Run 1, power grid:
The bar under the picture is 20 microns long. Pins as bars on the die edge.
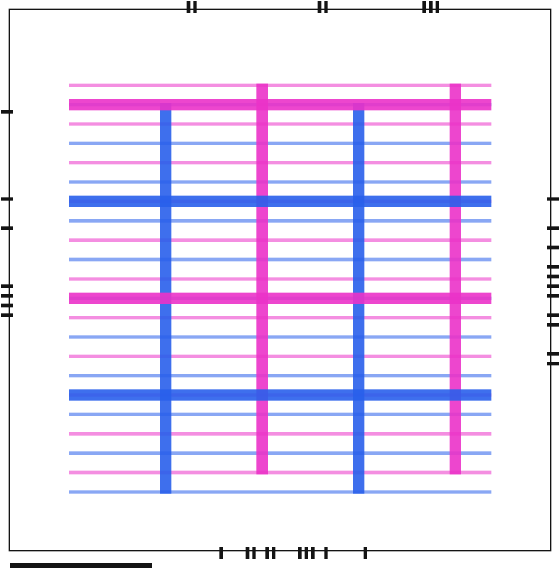
Run 1, cell classes on the final placement:
The bar under the picture is 20 microns long.
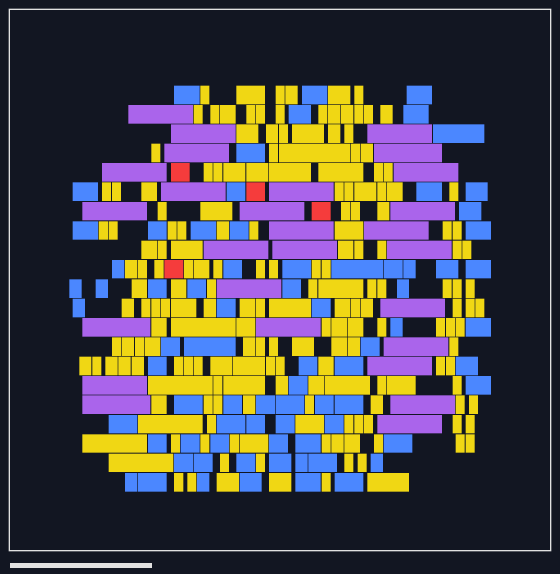
Run 1, clock distribution:
The bar under the picture is 20 microns long.
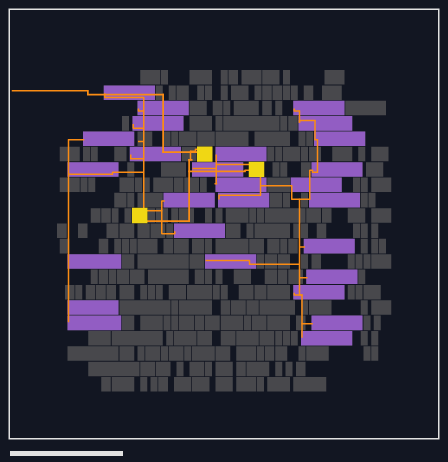
Run 1, metal layers overlaid:
Only two layers are drawn.
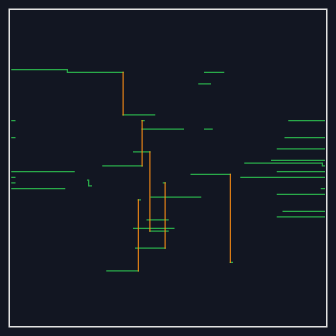
File: src/rtl/dpsram_bist_pkg.sv
`default_nettype none
// ============================================================================
// Module   : dpsram_bist_pkg
// Brief    : Shared state encoding and sizing constants for the SRAM BIST.
// Revision : 1.0 - initial release
// ============================================================================
package dpsram_bist_pkg;

    localparam int DEF_AW = 3;
    localparam int DEF_DW = 4;

    localparam int               ERR_W   = 4;
    localparam logic [ERR_W-1:0] ERR_MAX = 4'd15;

    typedef logic [2:0] state_t;

    localparam logic [2:0] S_IDLE = 3'd0;
    localparam logic [2:0] S_W0   = 3'd1;
    localparam logic [2:0] S_R0   = 3'd2;
    localparam logic [2:0] S_D0   = 3'd3;
    localparam logic [2:0] S_W1   = 3'd4;
    localparam logic [2:0] S_R1   = 3'd5;
    localparam logic [2:0] S_D1   = 3'd6;
    localparam logic [2:0] S_DONE = 3'd7;

endpackage
`default_nettype wire

File: src/rtl/dpsram_bist_chk.sv
`default_nettype none
// ============================================================================
// Module   : dpsram_bist_chk
// Brief    : Read-latency delay line, data comparator and error logging.
// Revision : 1.0 - initial release
// ============================================================================
module dpsram_bist_chk
    import dpsram_bist_pkg::*;
#(
    parameter int AW     = DEF_AW,
    parameter int DW     = DEF_DW,
    parameter int RD_LAT = 1
) (
    input  logic             clk,
    input  logic             rs_n,
    input  logic             clr_i,
    input  logic             flush_i,
    input  logic             iss_i,
    input  logic [AW-1:0]    addr_i,
    input  logic [DW-1:0]    exp_i,
    input  logic [DW-1:0]    do2_i,
    output logic             fail_o,
    output logic [AW-1:0]    err_addr_o,
    output logic [ERR_W-1:0] err_cnt_o
);

    logic [RD_LAT-1:0]         vld_q;
    logic [RD_LAT-1:0][DW-1:0] exp_q;
    logic [RD_LAT-1:0][AW-1:0] adr_q;
    logic                      w_mis;

    // The tail of the delay line lines up with do2 for the read it tracks.
    assign w_mis = vld_q[RD_LAT-1] && !flush_i && (do2_i != exp_q[RD_LAT-1]);

    always_ff @(posedge clk or negedge rs_n) begin
        if (!rs_n) begin
            vld_q <= '0;
            exp_q <= '0;
            adr_q <= '0;
        end else begin
            if (flush_i || clr_i) begin
                vld_q <= '0;
            end else begin
                vld_q[0] <= iss_i;
                for (int i = 1; i < RD_LAT; i++) begin
                    vld_q[i] <= vld_q[i-1];
                end
            end
            exp_q[0] <= exp_i;
            adr_q[0] <= addr_i;
            for (int i = 1; i < RD_LAT; i++) begin
                exp_q[i] <= exp_q[i-1];
                adr_q[i] <= adr_q[i-1];
            end
        end
    end

    always_ff @(posedge clk or negedge rs_n) begin
        if (!rs_n) begin
            fail_o     <= 1'b0;
            err_addr_o <= '0;
            err_cnt_o  <= '0;
        end else if (clr_i) begin
            fail_o     <= 1'b0;
            err_addr_o <= '0;
            err_cnt_o  <= '0;
        end else if (w_mis) begin
            fail_o <= 1'b1;
            if (!fail_o) begin
                err_addr_o <= adr_q[RD_LAT-1];
            end
            if (err_cnt_o != ERR_MAX) begin
                err_cnt_o <= err_cnt_o + 1'b1;
            end
        end
    end

endmodule
`default_nettype wire

File: src/rtl/dpsram_bist.sv
`default_nettype none
// ============================================================================
// Module   : dpsram_bist
// Brief    : Two-pass (pattern / inverse pattern) BIST for a dual-port SRAM.
// Revision : 1.0 - initial release
// ============================================================================
module dpsram_bist
    import dpsram_bist_pkg::*;
#(
    parameter int AW     = DEF_AW,
    parameter int DW     = DEF_DW,
    parameter int RD_LAT = 1
) (
    input  logic             clk,
    input  logic             rs_n,
    input  logic             start,
    input  logic             abort,
    input  logic [DW-1:0]    seed,
    output logic             wr,
    output logic [AW-1:0]    ad1,
    output logic [DW-1:0]    da1,
    output logic             rd,
    output logic [AW-1:0]    ad2,
    input  logic [DW-1:0]    do2,
    output logic             busy,
    output logic             done,
    output logic             pass,
    output logic             fail,
    output logic [AW-1:0]    err_addr,
    output logic [ERR_W-1:0] err_cnt
);

    localparam int            LW      = $clog2(RD_LAT + 1);
    localparam int            CW      = (AW > LW) ? AW : LW;
    localparam logic [CW-1:0] PH_LAST = CW'((1 << AW) - 1);
    localparam logic [CW-1:0] DR_LAST = CW'(RD_LAT - 1);

    state_t        state_q, state_d;
    logic [CW-1:0] cnt_q, cnt_d;
    logic [DW-1:0] seed_q, seed_d;
    logic          pass_q, pass_d;

    logic          w_accept;
    logic          w_flush;
    logic          w_inv;
    logic [AW-1:0] w_addr;
    logic [AW:0]   w_ext;
    logic [DW-1:0] w_pat;

    assign w_addr   = cnt_q[AW-1:0];
    assign w_ext    = {w_addr[0], w_addr};
    assign w_inv    = (state_q == S_W1) || (state_q == S_R1);
    assign w_accept = (state_q == S_IDLE) && start && !abort;
    assign w_flush  = busy && abort;

    // {a[0],a} is zero-extended or truncated to DW before the seed is applied.
    for (genvar i = 0; i < DW; i++) begin : g_pat
        if (i <= AW) begin : g_map
            assign w_pat[i] = w_ext[i] ^ seed_q[i] ^ w_inv;
        end else begin : g_pad
            assign w_pat[i] = seed_q[i] ^ w_inv;
        end
    end

    always_comb begin
        state_d = state_q;
        cnt_d   = cnt_q;
        seed_d  = seed_q;
        pass_d  = pass_q;
        case (state_q)
            S_IDLE: begin
                if (w_accept) begin
                    state_d = S_W0;
                    cnt_d   = '0;
                    seed_d  = seed;
                    pass_d  = 1'b0;
                end
            end
            S_W0, S_R0, S_W1, S_R1: begin
                if (cnt_q == PH_LAST) begin
                    state_d = state_q + 3'd1;
                    cnt_d   = '0;
                end else begin
                    cnt_d = cnt_q + 1'b1;
                end
            end
            S_D0, S_D1: begin
                if (cnt_q == DR_LAST) begin
                    state_d = state_q + 3'd1;
                    cnt_d   = '0;
                end else begin
                    cnt_d = cnt_q + 1'b1;
                end
            end
            S_DONE: begin
                state_d = S_IDLE;
                pass_d  = !fail;
            end
            default: state_d = S_IDLE;
        endcase
        if (w_flush) begin
            state_d = S_IDLE;
            cnt_d   = '0;
            pass_d  = 1'b0;
        end
    end

    always_ff @(posedge clk or negedge rs_n) begin
        if (!rs_n) begin
            state_q <= S_IDLE;
            cnt_q   <= '0;
            seed_q  <= '0;
            pass_q  <= 1'b0;
        end else begin
            state_q <= state_d;
            cnt_q   <= cnt_d;
            seed_q  <= seed_d;
            pass_q  <= pass_d;
        end
    end

    assign wr   = (state_q == S_W0) || (state_q == S_W1);
    assign rd   = (state_q == S_R0) || (state_q == S_R1);
    assign busy = (state_q != S_IDLE) && (state_q != S_DONE);
    assign done = (state_q == S_DONE);
    assign ad1  = wr ? w_addr : '0;
    assign da1  = wr ? w_pat  : '0;
    assign ad2  = rd ? w_addr : '0;
    // Last compare lands on the D1->DONE edge, so pass is derived live in DONE.
    assign pass = done ? !fail : pass_q;

    dpsram_bist_chk #(
        .AW     (AW),
        .DW     (DW),
        .RD_LAT (RD_LAT)
    ) u_chk (
        .clk        (clk),
        .rs_n       (rs_n),
        .clr_i      (w_accept),
        .flush_i    (w_flush),
        .iss_i      (rd),
        .addr_i     (w_addr),
        .exp_i      (w_pat),
        .do2_i      (do2),
        .fail_o     (fail),
        .err_addr_o (err_addr),
        .err_cnt_o  (err_cnt)
    );

endmodule
`default_nettype wire

File: config.mk
export PLATFORM = sky130hd
export DESIGN_NAME = dpsram_bist
export DESIGN_NICKNAME = d
export VERILOG_FILES = /design/src/rtl/dpsram_bist_pkg.sv /design/src/rtl/dpsram_bist_chk.sv /design/src/rtl/dpsram_bist.sv
export SDC_FILE = /design/constraint.sdc
export NUM_CORES = 1
export LEC_CHECK = 0
export ABC_AREA = 1
export CAP_MARGIN = 30
export CORE_MARGIN = 8
export CORE_UTILIZATION = 46
export CTS_CLUSTER_DIAMETER = 50
export CTS_CLUSTER_SIZE = 40
export DETAILED_ROUTE_END_ITERATION = 7
export PLACE_DENSITY = 0.76
export SYNTH_ARGS = -nofsm -noshare
export SYNTH_HDL_FRONTEND = slang
export SYNTH_SLANG_ARGS = --single-unit
export TNS_END_PERCENT = 10
File: constraint.sdc
create_clock -name clk -period 1.62 [get_ports clk]
set_clock_uncertainty 0.2 [all_clocks]
set_input_delay 0.324 -clock clk [delete_from_list [all_inputs] [get_ports clk]]
set_output_delay 0.324 -clock clk [all_outputs]
set_load 0.005 [all_outputs]
==> impl_metrics.yaml, run 1 <==
# flow metrics
outcome:
  status: "complete, but fails checks"
  failed_checks: "negative setup slack"
floorplan:
  io-pin-count: 35
  fp-utilization_pct: 48.6
  nWellTaps: 46
  chipArea_sq_um: 5750
timing:
  hold_viol_final: 0
  max_freq_mhz: 434
  rsz0062_at_grt: "true"
  tightest_slew_ns: 0.402
  whs_ns: 0.118
  fin_crit_ns: 2.30
  final-max-slew-violation-count: 0
  finalSetupTns_ns: -14.63
  setup_violations: 36
  worst_slack_ns: -0.685
placement:
  dp_slack_ns: -0.540
  dp.cells: 321
  placed_cell_area_sq_um: 2280
  gp_congestion: 0.837
  hpwl_mm: 3.05
yosys:
  synth_area_sq_um: 1650
  ys_sh_aoi_pct: 3.64
  ys_types: 21
  avgSynthCellArea_sq_um: 7.63
  edf_count: 0
  synth_chip_area_sq_um: 1650
  mux_share_pct: 0
  top_cells_by_area: "dfrtp_1 41%, nand2_1 15%, ha_1 6.8%, inv_1 6.8%, nor2_1 5.5%"
  fp_nets: 237
  synthSimpleGateAreaFrac_pct: 33.5
grt:
  grt_max_degree: 28
  grt_pass1_wl_mm: 7.09
  grt_pass1_vias: 1576
  use_met3_pct: 3.95
  met2_usage_pct: 28.9
  antenna_found_initial: 0
setup_path:
  worstPathMaxFanout: 3
  cp_cell_sequence: "buf_6, buf_6, ha_4, ha_4, inv_4, nand2_1, inv_1, clkdlybuf4s15_2"
  cp-startpoint: "state_q[1]$_DFFE_PN0P_"
  reg2reg_from: "state_q[1]$_DFFE_PN0P_"
  reg2reg_depth: 11
  crit_path_end_kind: "output pin"
  timing.rr.end: "cnt_q[2]$_DFFE_PN0P_"
  critPathSlowestCell: "dfrtp_2"
  crit_end: "busy"
  rrSetupSlack_ns: -0.44
  arrival_ns: 1.78
  max_stage_delay_ns: 0.48
  path_delay_family: "buffers and inverters"
  worstPathBufferInverterCount: 5
clock_network:
  ctsHoldBuffers: 0
  cts_buffers: 3
  cts-htree-levels: 1
  cts.sinks: 27
  clock_path_buffers: 2
final_layout:
  layout.cells.non_filler: 338
  n_all_buffers: 75
  n_antenna_cell: 0
  top_regs: "seed_q x4, u_chk.err_cnt_o x4, u_chk.exp_q x4"
  seq_area_sq_um: 679
  mi_logic_area_sq_um: 980
  final_layout_top_logic_cells: "63 x nand2_1, 28 x buf_4, 24 x inv_1, 24 x dfrtp_1, 19 x nor2_1"
  syn_to_final_growth_pct: 55.0
  utilization_pct: 75.3
  layout-drive-gt1-share_pct: 35.6
  mostFrequentLayoutCell: "nand2_1"
  area_share_clock_buf_inv_pct: 1.18
  buf_share_pct: 25.9
  nClkBuffers: 3
routing:
  met2_length_mm: 2.61
  wl_met1_mm: 1.93
  wirelength_mm: 4.92
  route.detailed.drc: 0
  dr.pass1.iters: 4
pwr:
  p_int_uw: 2310
  p_sw_share_pct: 43.7
  p_total_uw: 4100
  p_seq_uw: 1120
  p_comb_uw: 2680
  power.switching_uw: 1790
hold_path:
  hp-class: "primary input to asynchronous set/reset pin"
flow_run:
  warning_count: 33
-- 'power grid' (at the start) --
Key: blue = VSS; magenta = VDD
35 signal pins sit on the boundary. 22 met1 rails follow the rows. The core has 21 rows. 4 straps on met4. 4 straps on met5.
Die X: 75.9 microns
peak supply drop: 1040 uV
die outline height: 75.9 microns
core area: 3390 sq um

-- 'cell classes on the final placement' (at the start) --
Key: blue = other buffers and delay cells [cells 75, share of their area 27%]; yellow = combinational and other logic [cells 186, share of their area 45%]; purple = flops [cells 27, share of their area 27%]; red = clock drivers and dummy loads [cells 4, share of their area 1.2%]
Rows: 21
Final Cell Area: 2550 sq um

-- 'clock distribution' (at the start) --
Key: yellow = clock drivers [count 3]; orange = clock wires [length 290 microns]; purple = flip-flops [count 27]
There are 4 routed clock nets.
Clk network pwr share: 7.3%
clk_lat worst skew: 0.33 ns
Clock Power: 299 uW

-- 'metal layers overlaid' (at the start) --
Key: orange = metal 4 [wire length 93.8 microns]; green = metal 3 [wire length 282 microns]
WL per Instance: 14.5 microns
routed via count: 1678

Run 1, placement view:
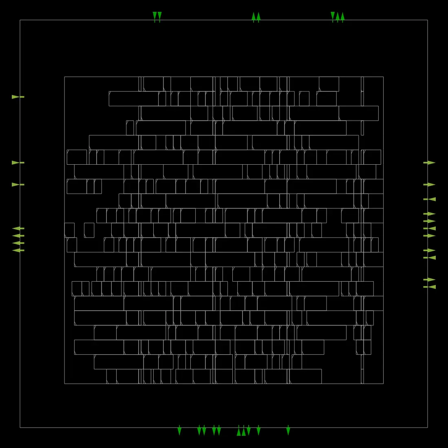

==> inputs of run 2 (changes only) <==
--- a/config.mk
+++ b/config.mk
@@ -12,7 +12,9 @@
 export CTS_CLUSTER_DIAMETER = 50
 export CTS_CLUSTER_SIZE = 40
 export DETAILED_ROUTE_END_ITERATION = 7
+export GPL_TIMING_DRIVEN = 0
 export PLACE_DENSITY = 0.76
+export SLEW_MARGIN = 5
 export SYNTH_ARGS = -nofsm -noshare
 export SYNTH_HDL_FRONTEND = slang
 export SYNTH_SLANG_ARGS = --single-unit
Run 2, placement view:
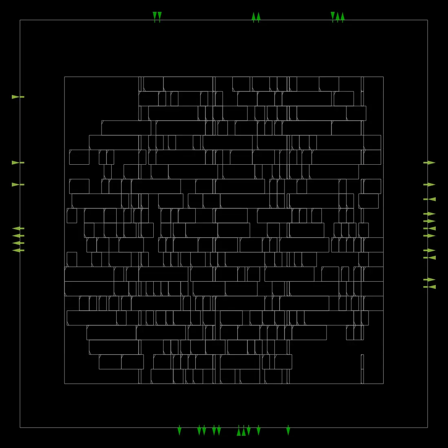
fraction of area in registers: 28.8%
fillers: 263
post-layout util: 69.2%

==> impl_metrics.yaml, run 2 <==
# flow metrics
yosys:
  ys_types: 21
  top_cells_by_area: "dfrtp_1 41%, nand2_1 15%, ha_1 6.8%, inv_1 6.8%, nor2_1 5.5%"
  mux_share_pct: 0
pwr:
  power_clock_uw: 283
  p_sw_share_pct: 44.3
  p_comb_uw: 2310
timing:
  hold_viol_final: 0
  setup_violations: 30
  rsz0062_at_grt: "true"
  worst_slack_ns: -0.630
  tightest_slew_ns: 0.609
  max_freq_mhz: 444
  fin_crit_ns: 2.25
final_layout:
  nClkBuffers: 3
  seq_area_sq_um: 676
  layout.cells.non_filler: 313
  mostFrequentLayoutCell: "nand2_1"
  n_all_buffers: 50
  n_antenna_cell: 0
  mi_logic_area_sq_um: 983
floorplan:
  io-pin-count: 35
  die.size.x_microns: 75.9
  fp-utilization_pct: 48.6
  fp.dieH_microns: 75.9
  core_sq_um: 3390
flow_run:
  warning_count: 33
setup_path:
  reg2reg_from: "state_q[0]$_DFFE_PN0P_"
  critPathSlowestCell: "dfrtp_1"
  rrSetupSlack_ns: -0.30
  crit_end: "da1[1]"
  worstPathMaxFanout: 4
  timing.rr.end: "cnt_q[0]$_DFFE_PN0P_"
clock_network:
  cts-htree-levels: 1
  cts_buffers: 3
  clkLatencyLatePin_ns: 0.33
routing:
  wl_per_cell_microns: 12.5
  wirelength_mm: 3.93
  met2_length_mm: 1.94
outcome:
  status: "complete, but fails checks"
  failed_checks: "negative setup slack"
Run 2, cell classes on the final placement:
The bar under the picture is 20 microns long.
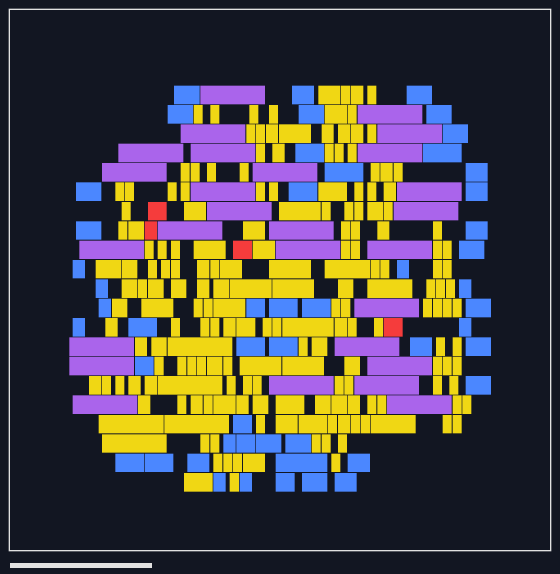
Key: red = clock drivers and dummy loads [cells 4, share of their area 1.2%]; purple = flops [cells 27, share of their area 30%]; blue = other buffers and delay cells [cells 50, share of their area 20%]; yellow = combinational and other logic [cells 186, share of their area 49%]
Final Cell Area: 2350 sq um

Run 2, power grid:
The bar under the picture is 20 microns long. Pins as bars on the die edge.
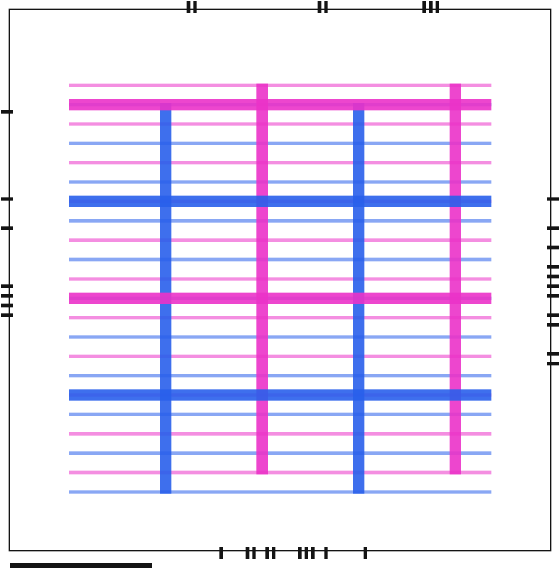

==> inputs of run 3 (changes only) <==
--- a/config.mk
+++ b/config.mk
@@ -7,13 +7,12 @@
 export LEC_CHECK = 0
 export ABC_AREA = 1
 export CAP_MARGIN = 30
-export CORE_MARGIN = 8
 export CORE_UTILIZATION = 46
 export CTS_CLUSTER_DIAMETER = 50
 export CTS_CLUSTER_SIZE = 40
 export DETAILED_ROUTE_END_ITERATION = 7
 export GPL_TIMING_DRIVEN = 0
-export PLACE_DENSITY = 0.76
+export PLACE_DENSITY = 0.72
 export SLEW_MARGIN = 5
 export SYNTH_ARGS = -nofsm -noshare
 export SYNTH_HDL_FRONTEND = slang
Run 3, power grid:
The bar under the picture is 20 microns long. Pins as bars on the die edge.
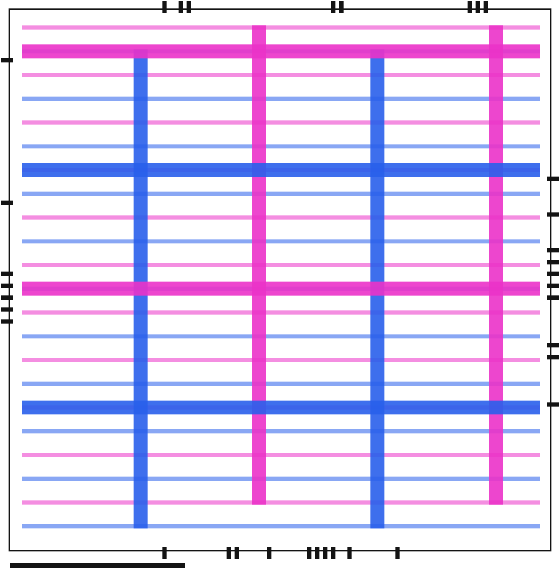
die outline height: 61.9 microns
peak supply drop: 897 uV
Die X: 61.9 microns

==> impl_metrics.yaml, run 3 <==
# flow metrics
outcome:
  status: "complete, but fails checks"
  failed_checks: "negative setup slack"
pwr:
  p_seq_uw: 1110
  powerDensity_nw_per_um2: 1590
  p_sw_share_pct: 43.1
  clockPowerShare_pct: 7.3
  p_total_uw: 3860
  p_int_uw: 2200
  power_clock_uw: 282
  power.switching_uw: 1660
  p_comb_uw: 2470
setup_path:
  cp-startpoint: "state_q[1]$_DFFE_PN0P_"
  worstPathBufferInverterCount: 10
  rrSetupSlack_ns: -0.67
  crit_end: "u_chk.vld_q$_DFF_PN0_"
  arrival_ns: 2.32
  max_stage_delay_ns: 0.44
  path_delay_family: "buffers and inverters"
  reg2reg_depth: 15
  worstPathMaxFanout: 3
  crit_path_end_kind: "flop"
  cp_cell_sequence: "buf_4, ha_4, inv_4, nor2_4, a21oi_4, inv_2, buf_4, buf_4, buf_4, buf_4, buf_4, buf_4, buf_4, nand2_1, nor2_1"
timing:
  fin_crit_ns: 2.29
  worst_slack_ns: -0.669
  tightest_slew_ns: 0.677
  setup_violations: 38
  rsz0062_at_grt: "true"
  whs_ns: 0.189
  finalSetupTns_ns: -13.01
  hold_viol_final: 0
clock_network:
  cts.sinks: 27
  cts-htree-levels: 1
  cts_buffers: 3
  ctsHoldBuffers: 0
  clkLatencyLatePin_ns: 0.32
routing:
  num_vias: 1561
  wl_met1_mm: 1.68
  met2_length_mm: 1.93
  route.detailed.drc: 0
final_layout:
  nClkBuffers: 4
  final_area_sq_um: 2420
  final_layout_top_logic_cells: "66 x nand2_1, 25 x dfrtp_1, 23 x inv_1, 21 x nor2_1, 21 x buf_4"
  n_antenna_cell: 0
  largest_class: "combinational gates"
  layout.cells.non_filler: 326
  utilization_pct: 71.5
  fillers: 255
  nMultiInputCombCells: 152
  seq_area_sq_um: 678
  comb-cell-share_pct: 39.8
  buf_share_pct: 22.6
  seq_share_pct: 28.0
  top_regs: "seed_q x4, u_chk.err_cnt_o x4, u_chk.exp_q x4"
  mostFrequentLayoutCell: "nand2_1"
  n_all_buffers: 63
  syn_to_final_growth_pct: 47.0
placement:
  dp.cells: 297
  gp_congestion: 0.858
  placed_cell_area_sq_um: 2100
  hpwl_mm: 2.56
  dp_slack_ns: -0.635
floorplan:
  chipArea_sq_um: 3830
  fp-utilization_pct: 48.6
  core_sq_um: 3390
  io-pin-count: 35
  nWellTaps: 46
yosys:
  synth_chip_area_sq_um: 1650
  synth_area_sq_um: 1650
  fp_nets: 237
  top_cell_area_share_pct: 41.0
  avgSynthCellArea_sq_um: 7.63
  top_cells_by_area: "dfrtp_1 41%, nand2_1 15%, ha_1 6.8%, inv_1 6.8%, nor2_1 5.5%"
  ys_sh_aoi_pct: 3.64
  ys_types: 21
  mux_share_pct: 0
  edf_count: 0
  synthSimpleGateAreaFrac_pct: 33.5
flow_run:
  warning_count: 33
grt:
  use_met3_pct: 4.35
  grt_pass1_wl_mm: 6.00
  grt_max_degree: 16
  antenna_found_initial: 0
  grt_pass1_vias: 1393
Run 3, metal layers overlaid:
Only two layers are drawn.
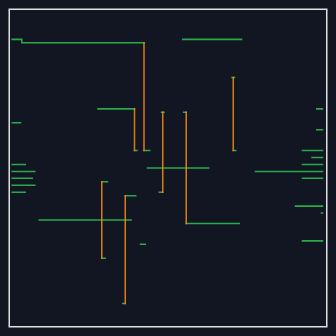
Key: orange = metal 4 [wire length 117 microns]; green = metal 3 [wire length 151 microns]
gr usage total: 22.1%
WL per Instance: 11.9 microns
Routed WL: 3.88 mm

Power figures rest on the tool's default switching activity, not on a simulated workload.
